## src/rtl/fanout_pkg.sv

```systemverilog
// Shared helpers for the fanout pipeline tree: tree-shape constant functions
// and the flat-bus slice offset helper.
package fanout_pkg;

  function automatic int unsigned pow_u(int unsigned base, int unsigned exp);
    int unsigned acc;
    acc = 1;
    for (int unsigned i = 0; i < exp; i++) begin
      acc = acc * base;
    end
    return acc;
  endfunction

  // Smallest L with b^L >= n.
  function automatic int unsigned clog_base(int unsigned n, int unsigned b);
    int unsigned lvl;
    int unsigned p;
    lvl = 0;
    p   = 1;
    for (int i = 0; i < 32; i++) begin
      if (p < n) begin
        p   = p * b;
        lvl = lvl + 1;
      end
    end
    return lvl;
  endfunction

  function automatic int unsigned nodes_at(int unsigned level, int unsigned n_out,
                                           int unsigned fanout);
    int unsigned div;
    div = pow_u(fanout, clog_base(n_out, fanout) - level);
    return (n_out + div - 1) / div;
  endfunction

  function automatic int unsigned slice_lo(int unsigned idx, int unsigned w);
    return idx * w;
  endfunction

endpackage

```

## src/rtl/fanout_stage.sv

```systemverilog
// One non-leaf tree level: a shared valid bit plus N_NODES data copies, each
// fed from parent node j/MAX_FANOUT. Loads whenever empty or draining downstream.
module fanout_stage
  import fanout_pkg::*;
#(
  parameter int unsigned DATA_W     = 1,
  parameter int unsigned N_IN       = 1,
  parameter int unsigned N_NODES    = 1,
  parameter int unsigned MAX_FANOUT = 2
) (
  input  logic                      clk,
  input  logic                      rst,
  input  logic                      down_load_i,
  input  logic                      up_valid_i,
  input  logic [N_IN*DATA_W-1:0]    up_data_i,
  output logic                      load_o,
  output logic                      valid_o,
  output logic [N_NODES*DATA_W-1:0] data_o
);

  logic                      valid_q, valid_d;
  logic [N_NODES*DATA_W-1:0] data_q, data_d;

  // Bubble-collapsing: an empty level always takes whatever is upstream.
  assign load_o = !valid_q || down_load_i;

  always_comb begin
    valid_d = valid_q;
    data_d  = data_q;
    if (load_o) begin
      valid_d = up_valid_i;
      if (up_valid_i) begin
        for (int unsigned j = 0; j < N_NODES; j++) begin
          data_d[slice_lo(j, DATA_W) +: DATA_W] =
            up_data_i[slice_lo(j / MAX_FANOUT, DATA_W) +: DATA_W];
        end
      end
    end
  end

  always_ff @(posedge clk) begin
    if (rst) begin
      valid_q <= 1'b0;
      data_q  <= '0;
    end else begin
      valid_q <= valid_d;
      data_q  <= data_d;
    end
  end

  assign valid_o = valid_q;
  assign data_o  = data_q;

endmodule

```

## src/rtl/fanout_pipe_tree.sv

```systemverilog
// Registered broadcast tree: one input word to N_OUT leaves with at most
// MAX_FANOUT loads per node, eager per-leaf handshakes, polarity and enable masks.
module fanout_pipe_tree
  import fanout_pkg::*;
#(
  parameter int unsigned     DATA_W     = 1,
  parameter int unsigned     N_OUT      = 20,
  parameter int unsigned     MAX_FANOUT = 5,
  parameter logic [N_OUT-1:0] INV_MASK  = {N_OUT{1'b1}}
) (
  input  logic                    clk,
  input  logic                    rst,
  input  logic                    in_valid,
  output logic                    in_ready,
  input  logic [DATA_W-1:0]       in_data,
  input  logic [N_OUT-1:0]        leaf_en,
  output logic [N_OUT-1:0]        out_valid,
  input  logic [N_OUT-1:0]        out_ready,
  output logic [N_OUT*DATA_W-1:0] out_data
);

  localparam int unsigned LEVELS = clog_base(N_OUT, MAX_FANOUT);
  localparam int unsigned BUS_W  = N_OUT * DATA_W;

  wire [LEVELS:0]              lvl_load;
  wire [LEVELS-1:0]            lvl_valid;
  wire [LEVELS-1:0][BUS_W-1:0] lvl_data;

  for (genvar g = 0; g < LEVELS; g++) begin : g_lvl
    localparam int unsigned N_NODES = nodes_at(g, N_OUT, MAX_FANOUT);
    localparam int unsigned N_IN    = nodes_at((g == 0) ? 0 : g - 1, N_OUT, MAX_FANOUT);

    logic                   up_valid;
    logic [N_IN*DATA_W-1:0] up_data;

    if (g == 0) begin : g_root
      assign up_valid = in_valid;
      assign up_data  = in_data;
    end else begin : g_inner
      assign up_valid = lvl_valid[g-1];
      assign up_data  = lvl_data[g-1][N_IN*DATA_W-1:0];
    end

    fanout_stage #(
      .DATA_W    (DATA_W),
      .N_IN      (N_IN),
      .N_NODES   (N_NODES),
      .MAX_FANOUT(MAX_FANOUT)
    ) u_stage (
      .clk        (clk),
      .rst        (rst),
      .down_load_i(lvl_load[g+1]),
      .up_valid_i (up_valid),
      .up_data_i  (up_data),
      .load_o     (lvl_load[g]),
      .valid_o    (lvl_valid[g]),
      .data_o     (lvl_data[g][N_NODES*DATA_W-1:0])
    );

    // Upper part of the shared level bus is padding for narrower levels.
    if (N_NODES < N_OUT) begin : g_pad
      assign lvl_data[g][BUS_W-1:N_NODES*DATA_W] = '0;
    end
  end

  logic unused_pad;
  assign unused_pad = ^lvl_data;

  logic [N_OUT-1:0] pending_q, pending_d;
  logic [BUS_W-1:0] leaf_data_q, leaf_data_d;
  logic             leaf_free;
  logic             leaf_load;

  // Free once every still-pending leaf is handshaking this cycle.
  assign leaf_free          = (pending_q & ~out_ready) == '0;
  assign leaf_load          = lvl_valid[LEVELS-1] && leaf_free;
  assign lvl_load[LEVELS]   = leaf_load;

  always_comb begin
    pending_d   = pending_q & ~out_ready;
    leaf_data_d = leaf_data_q;
    if (leaf_load) begin
      pending_d = leaf_en;
      for (int unsigned i = 0; i < N_OUT; i++) begin
        if (leaf_en[i]) begin
          leaf_data_d[slice_lo(i, DATA_W) +: DATA_W] =
            lvl_data[LEVELS-1][slice_lo(i / MAX_FANOUT, DATA_W) +: DATA_W]
            ^ {DATA_W{INV_MASK[i]}};
        end
      end
    end
  end

  always_ff @(posedge clk) begin
    if (rst) begin
      pending_q   <= '0;
      leaf_data_q <= '0;
    end else begin
      pending_q   <= pending_d;
      leaf_data_q <= leaf_data_d;
    end
  end

  assign in_ready  = !rst && lvl_load[0];
  assign out_valid = pending_q;
  assign out_data  = leaf_data_q;

endmodule
```

## config.mk

```make
export PLATFORM = sky130hd
export DESIGN_NAME = fanout_pipe_tree
export DESIGN_NICKNAME = d
export VERILOG_FILES = /design/src/rtl/fanout_pkg.sv /design/src/rtl/fanout_stage.sv /design/src/rtl/fanout_pipe_tree.sv
export SDC_FILE = /design/constraint.sdc
export NUM_CORES = 1
export LEC_CHECK = 0
export CAP_MARGIN = 30
export CELL_PAD_IN_SITES_DETAIL_PLACEMENT = 1
export CELL_PAD_IN_SITES_GLOBAL_PLACEMENT = 2
export CORE_MARGIN = 3
export CORE_UTILIZATION = 23
export CTS_CLUSTER_DIAMETER = 60
export DETAILED_ROUTE_END_ITERATION = 8
export HOLD_SLACK_MARGIN = 0.03
export PLACE_DENSITY = 0.85
export SYNTH_ARGS = -nofsm -noshare
export SYNTH_HDL_FRONTEND = slang
export SYNTH_SLANG_ARGS = --single-unit
```

## constraint.sdc

```tcl
create_clock -name clk -period 2.5 [get_ports clk]
set_clock_uncertainty 0.1 [all_clocks]
set_input_delay 0.375 -clock clk [delete_from_list [all_inputs] [get_ports clk]]
set_output_delay 0.375 -clock clk [all_outputs]
set_load 0.01 [all_outputs]
```

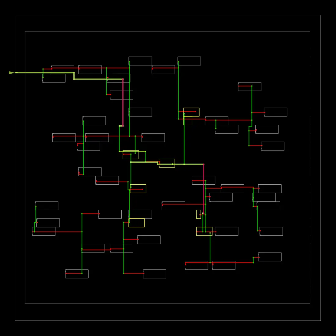
*Clock routing, run 1*
CTS Buf Count: 5
P_clk: 467 uW
clock buf count: 7
flip-flops: 44

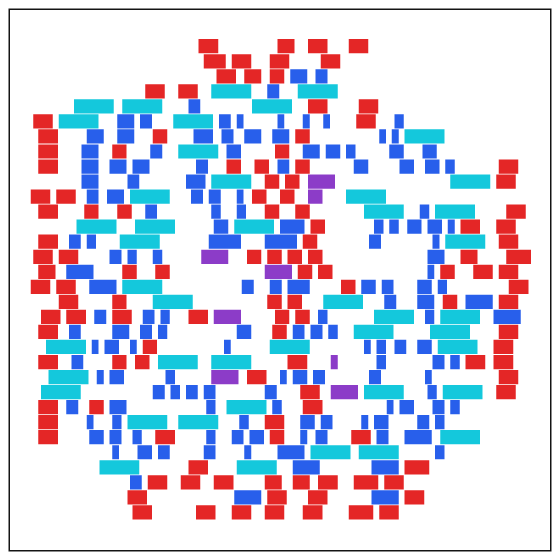
*Placed cells, one colour a class, run 1*
legend:
  clock drivers and dummy loads:
    colour: purple
    cells: 8
    share_of_their_area: 2.9%
  remaining buffers and delay cells:
    colour: red
    cells: 124
    share_of_their_area: 36%
  remaining logic cells:
    colour: blue
    cells: 158
    share_of_their_area: 34%
  registers:
    colour: cyan
    cells: 44
    share_of_their_area: 28%
fraction of area in registers: 26.5%
Core Util, Final: 41.9%

==> flow_summary.toml, run 1 <==
# implementation run metrics
[status]
status = "finished clean"

[timing]
hold_ws_ps = 370
rsz0062_at_grt = "no"
max-slew-margin-rel_pct = 49.8
fin_crit_ps = 2370

[clocking]
h-tree-depth = 2
postCtsHoldBufs = 0
clockBufferDepth = 2
cts_num_sinks = 44
clkSlewWorstSetupHoldPaths_ps = 80

[worst_setup_path]
worstSetupEndpoint = "in_ready"
crit_chain = "nor2b_1 -> or2_1 -> or4_4 -> o21ai_4 -> o21ba_4 -> buf_6"
crit_path_end_kind = "primary output"
path_class = "reg -> out"
crit_path_start_kind = "flip-flop"
cpPeakStageDelay_ps = 510

[place]
gp_congestion = 0.762
dp_cells = 412
dpl.hpwl_um = 4940

[final_layout]
layoutNonFillerInstCount = 436
clk_share_pct = 2.82
n_fill_cell = 937

[floorplanning]
taps = 102
die_area_um2 = 9540

[synthesis]
synth_async_sr_flop_share_pct = 0
synthAoiAreaFrac_pct = 22.6
yosys_warnings = 0
ys_seq_elements = 44
synth_cells = 222

[grt]
grtUsageTotal_pct = 14.5

[power]
switching_share_pct = 28.6
pwr-share-clk_pct = 28.1
sequentialPowerShare_pct = 45.9

[min_path]
hp-class = "in -> reg"

[routing]
routed_via_density = 4.86
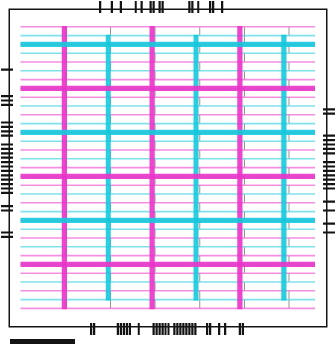
*Supply network, run 1*
Scale bar: 20 um. Pins as bars on the die edge. Tap cells in grey.
legend:
  VSS:
    colour: magenta
  VDD:
    colour: cyan
rows: 32
met1 rails: 33
met5 straps: 6

## run 1: worst register-to-register path, stage by stage (launching register included)
cell and delay (ps):
dfxtp_1 310, nor2b_1 130, or2_1 250, or4_4 510, buf_4 280, or4_1 530
a21oi_1 130
## run 1: state kept, by name, indices dropped and copies added, names as in the netlist
name,flops
out_data,20
out_valid,20
g_lvl.u_stage.valid_o,2
g_lvl.u_stage.data_o,2
## run 1: per-layer routing
layer,share of wire [%],up-vias,routed length (um),global-route usage (%)
li1,-,1043,-,-
met5,0,-,0,0
met4,0.78,0,54,3.19
met3,4.8,6,333,3.02
met1,43,1004,3010,18.1
met2,51,64,3550,25.6
## run 1: repair_timing
action | CTS | global route
endpoints found under the setup margin | 1 | 8
cloned | 0 | 0
pin swaps | 7 | 6
buffers inserted | 12 | 4
gates resized | 23 | 9
==> run 2: changes to the inputs <==
--- a/config.mk
+++ b/config.mk
@@ -5,12 +5,13 @@
 export SDC_FILE = /design/constraint.sdc
 export NUM_CORES = 1
 export LEC_CHECK = 0
+export ABC_CLOCK_PERIOD_IN_PS = 2500
 export CAP_MARGIN = 30
 export CELL_PAD_IN_SITES_DETAIL_PLACEMENT = 1
 export CELL_PAD_IN_SITES_GLOBAL_PLACEMENT = 2
 export CORE_MARGIN = 3
 export CORE_UTILIZATION = 23
-export CTS_CLUSTER_DIAMETER = 60
+export CTS_CLUSTER_DIAMETER = 200
 export DETAILED_ROUTE_END_ITERATION = 8
 export HOLD_SLACK_MARGIN = 0.03
 export PLACE_DENSITY = 0.85
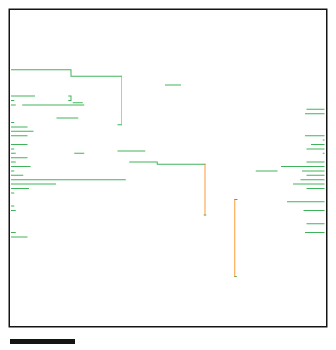
*Routed metal, one colour a layer, run 2*
Scale bar: 20 um. Two of the layers only.
legend:
  M4:
    colour: orange
    wire_length: 54.4 um
  M3:
    colour: green
    wire_length: 333 um
drt total wl: 6960 um
drt wl/cell: 16.0 um
Total GRT Usage: 14.5%
vias: 2,117

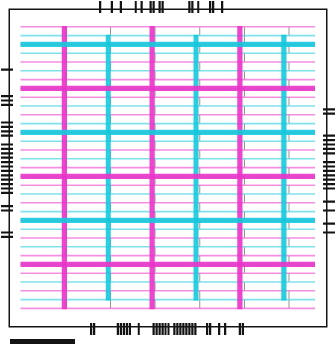
*Supply network, run 2*
Scale bar: 20 um. Pins as bars on the die edge. Tap cells in grey.
legend:
  VDD:
    colour: cyan
  VSS:
    colour: magenta
met4 straps: 6
met5 straps: 6
signal pins: 85
met1 rails: 33

==> run 2 against run 1 <==
Clock-buffer cell count unchanged; first-iteration DRC count stayed put; synthesized cell count did not move; via count is the same; clock power about the same; global-route usage did not move; critical path type unchanged; largest cell class unchanged; largest power group unchanged.
==> flow_summary.toml, run 2 <==
# implementation run metrics
[power]
pg_comb_uw = 433
sequentialPowerShare_pct = 45.9
switching_share_pct = 28.6
pwr-share-clk_pct = 28.1
p_int_mw = 1.19
power_mw = 1.66
ir_drop_mv = 0.194
p_clk_uw = 467

[grt]
grt-busiest-layer = "met2"
grt_pass1_vias = 2199
grt_pass1_wl_um = 11200
use_met1_pct = 18.1
grt_overflow_total = 0
met2_usage_pct = 25.6
antenna_found_initial = 0
grtUsageMet3_pct = 3.02

[worst_setup_path]
path_class = "reg -> out"
worstSetupEndpoint = "in_ready"
r2r_end = "out_data[13]$_SDFFE_PP0P_"
crit_path_start_kind = "flip-flop"
crit_path_end_kind = "primary output"
required_ps = 2030
reg2reg_from = "out_valid[12]$_SDFF_PP0_"
ff2ff_path_depth = 6

[synthesis]
synth_cells = 222
most_common_cell = "dfxtp_1"
yosys_warnings = 0
top_cells_by_count = "dfxtp_1, nand2b_1, a21oi_1, clkbuf_1, nand4_1"
ys_seq_elements = 44
edf_count = 0
netlist_area_um2 = 1930
area_leaders = "dfxtp_1, nand2b_1, nand4_1, a21oi_1, o21a_1"
synth_async_sr_flop_share_pct = 0
yosys_area_um2 = 1930
postSynthSeqShare_pct = 45.6
synth.distinct_cells = 32

[timing]
setup_tns_ps = 0
hold_ws_ps = 370
slew_violations = 0
fin_crit_ps = 2370
max-slew-margin-rel_pct = 49.8
rsz0062_at_grt = "no"
setup_viol_count_final = 0

[floorplanning]
fp.dieW_um = 97.7
io_pins = 85
taps = 102
core.rowCount = 32
die_area_um2 = 9540

[final_layout]
sh_comb_area_pct = 32.3
ff_count = 44
n_fill_cell = 937
n_antenna_cell = 0
n_clock_buffer = 7
nets = 377
register_area_um2 = 881
layoutNonFillerInstCount = 436
seqAreaFraction_pct = 26.5
largestClassByArea = "buffers"
final_cell_mix = "clkdlybuf4s50_1, dfxtp_1, buf_4"
lay_top_count = "clkdlybuf4s50_1"
clk_share_pct = 2.82
comb_area_um2 = 1070
final_core_util_pct = 41.9
syn2layout_area_growth_pct = 71.9

[clocking]
postCtsHoldBufs = 0
clkSlewWorstSetupHoldPaths_ps = 80
h-tree-depth = 2
cts_num_sinks = 44
cts_setup_buffers = 12
clockBufferDepth = 2
cts_made_buffers = 5
cts_resized = 23

[job]
warnings = 26
maxCapViolCount = 0

[routing]
met2WireLength_um = 3550
wl_met3_um = 333
routed_via_density = 4.86
wl_met1_um = 3010
firstDrtPassIters = 4
top_layer = "met4"

[status]
status = "finished clean"

[place]
dp_cells = 412
dpl.hpwl_um = 4940
gp_congestion = 0.762

[min_path]
hp-class = "in -> reg"
hold_depth = 4
-- run 2: kinds of logic (layout without fill, tap and decap cells) --
family / count (synthesis) / count (layout) / share of synthesized area, %
AND/OR/NAND/NOR: 88 / 88 / 26.3
AND-OR/OR-AND: 67 / 67 / 22.6
flip-flops: 44 / 44 / 45.6
buffers and inverters: 21 / 133 / 4.53
multiplexers: 2 / 2 / 1.04
-- run 2: critical path: stages (launching register included) --
cell and delay, ps:
dfxtp_1 310, nor2b_1 130, or2_1 250, or4_4 510, o21ai_4 150, o21ba_4 150
buf_6 90
-- run 2: metrics by stage --
step | setup WS (ps) | area, um^2
CTS | 0.895 | 3260
finish | 126 | 3320
global placement | -512 | 3000
global route | 18.7 | 3320
floorplan | 310 | 1930
detailed placement | -551 | 3000
==> run 3: changes to the inputs <==
--- a/config.mk
+++ b/config.mk
@@ -12,9 +12,11 @@
 export CORE_MARGIN = 3
 export CORE_UTILIZATION = 23
 export CTS_CLUSTER_DIAMETER = 200
+export CTS_CLUSTER_SIZE = 28
 export DETAILED_ROUTE_END_ITERATION = 8
 export HOLD_SLACK_MARGIN = 0.03
 export PLACE_DENSITY = 0.85
+export SLEW_MARGIN = 25
 export SYNTH_ARGS = -nofsm -noshare
 export SYNTH_HDL_FRONTEND = slang
 export SYNTH_SLANG_ARGS = --single-unit
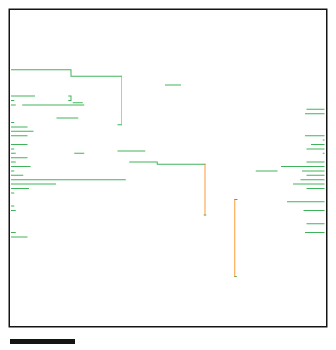
*Routed metal, one colour a layer, run 3*
Scale bar: 20 um. Two of the layers only.
legend:
  M3:
    colour: green
    wire_length: 333 um
  M4:
    colour: orange
    wire_length: 54.4 um

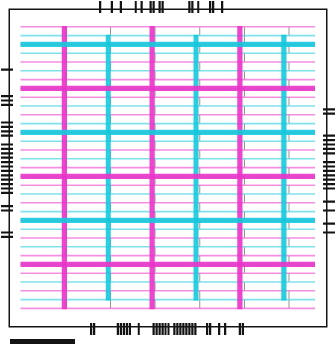
*Supply network, run 3*
Scale bar: 20 um. Pins as bars on the die edge. Tap cells in grey.
legend:
  VDD:
    colour: cyan
  VSS:
    colour: magenta
met5 straps: 6
tap cells: 102
met4 straps: 6
rows: 32
die height: 97.7 um
die width: 97.7 um
maximum vdd drop: 0.194 mV
Core ar.: 7930 um^2

==> run 3 against run 2 <==
Die area did not move; largest power group unchanged; cell area is the same; critical endpoint unchanged; worst hold slack stayed put; cell count unchanged; area after synthesis unchanged; fmax unchanged; highest routed layer unchanged; routed wire length is the same; sequential power about the same; largest cell class unchanged.
==> flow_summary.toml, run 3 <==
# implementation run metrics
[synthesis]
edf_count = 0
synth_async_sr_flop_share_pct = 0
netlist_area_um2 = 1930
yosys_warnings = 0
ys_seq_elements = 44
area_leaders = "dfxtp_1, nand2b_1, nand4_1, a21oi_1, o21a_1"
synth.distinct_cells = 32
most_common_cell = "dfxtp_1"
synth_cells = 222
yosys_area_um2 = 1930
postSynthSeqShare_pct = 45.6
top_cells_by_count = "dfxtp_1, nand2b_1, a21oi_1, clkbuf_1, nand4_1"

[timing]
slew_violations = 0
setup_viol_count_final = 0
rsz0062_at_grt = "no"
setup_slack_ps = 126
tightest_slew_ps = 752
setup_tns_ps = 0
hold_ws_ps = 370
fin_crit_ps = 2370
max-slew-margin-rel_pct = 49.8

[power]
p_clk_uw = 467
switching_share_pct = 28.6
sequentialPowerShare_pct = 45.9
pwr-share-clk_pct = 28.1
pg_comb_uw = 433

[worst_setup_path]
crit_path_end_kind = "primary output"
crit_slowest_cell = "or4_4"
ff2ff_path_depth = 6
reg2reg_from = "out_valid[12]$_SDFF_PP0_"
r2r_end = "out_data[13]$_SDFFE_PP0P_"
cp_top_family = "simple AND/OR/NAND/NOR gates"
crit_path_start_kind = "flip-flop"
worstSetupEndpoint = "in_ready"
path_class = "reg -> out"
required_ps = 2030
crit_chain = "nor2b_1 -> or2_1 -> or4_4 -> o21ai_4 -> o21ba_4 -> buf_6"
crit_cells = 6
cpPeakStageDelay_ps = 510

[floorplanning]
core.rowCount = 32
die_area_um2 = 9540
io_pins = 85

[min_path]
hold_depth = 4
hp-class = "in -> reg"

[final_layout]
postLayoutCellArea_um2 = 3320
final_cell_mix = "clkdlybuf4s50_1, dfxtp_1, buf_4"
layoutNonFillerInstCount = 436
final_core_util_pct = 41.9
lay_top_count = "clkdlybuf4s50_1"
nets = 377
syn2layout_area_growth_pct = 71.9
n_antenna_cell = 0

[place]
gp_congestion = 0.762
dp_cells = 412
dp_slack_ps = -551
placed_area_um2 = 3000
dpl.hpwl_um = 4940

[grt]
met2_usage_pct = 25.6
grtUsageMet3_pct = 3.02
use_met1_pct = 18.1
grt_pass1_vias = 2199
antenna_found_initial = 0
grtUsageTotal_pct = 14.5
grt_overflow_total = 0

[clocking]
clockBufferDepth = 2
cts_made_buffers = 5
h-tree-depth = 2
clkSlewWorstSetupHoldPaths_ps = 80
postCtsHoldBufs = 0
cts_num_sinks = 44

[job]
warnings = 26
maxCapViolCount = 0

[routing]
via_count = 2117
top_layer = "met4"
wl_met3_um = 333
wl_met1_um = 3010
wl_um = 6960
routed_via_density = 4.86
wire_per_inst_um = 16.0
met2WireLength_um = 3550
firstDrtPassIters = 4

[status]
status = "finished clean"
==> run 3: cell counts after synthesis <==
No cell type changed its count.
==> run 3: what timing repair did <==
item / in CTS / in global routing
buffers inserted: 12 / 4
resized: 23 / 9
cloned: 0 / 0
pin swaps: 7 / 6
setup endpoints to repair: 1 / 8
==> run 3: cells by family after synthesis <==
group,after synthesis,synth area share [%]
and+or+nand+nor,88,26.3
AOI/OAI and AO/OA,67,22.6
DFF,44,45.6
buffers and inverters,21,4.53
muxes,2,1.04
==> run 3: final cells by class <==
class | count | area, um^2
inverters | 1 | 3.75
clock inverters | 1 | 7.51
fillers | 937 | 4600
clock buffers | 7 | 86.3
multi-input cells | 157 | 1070
flip-flops and latches | 44 | 881
well taps | 102 | 128
repair buffers | 124 | 1140
Power figures rest on the tool's default switching activity, not on a simulated workload.
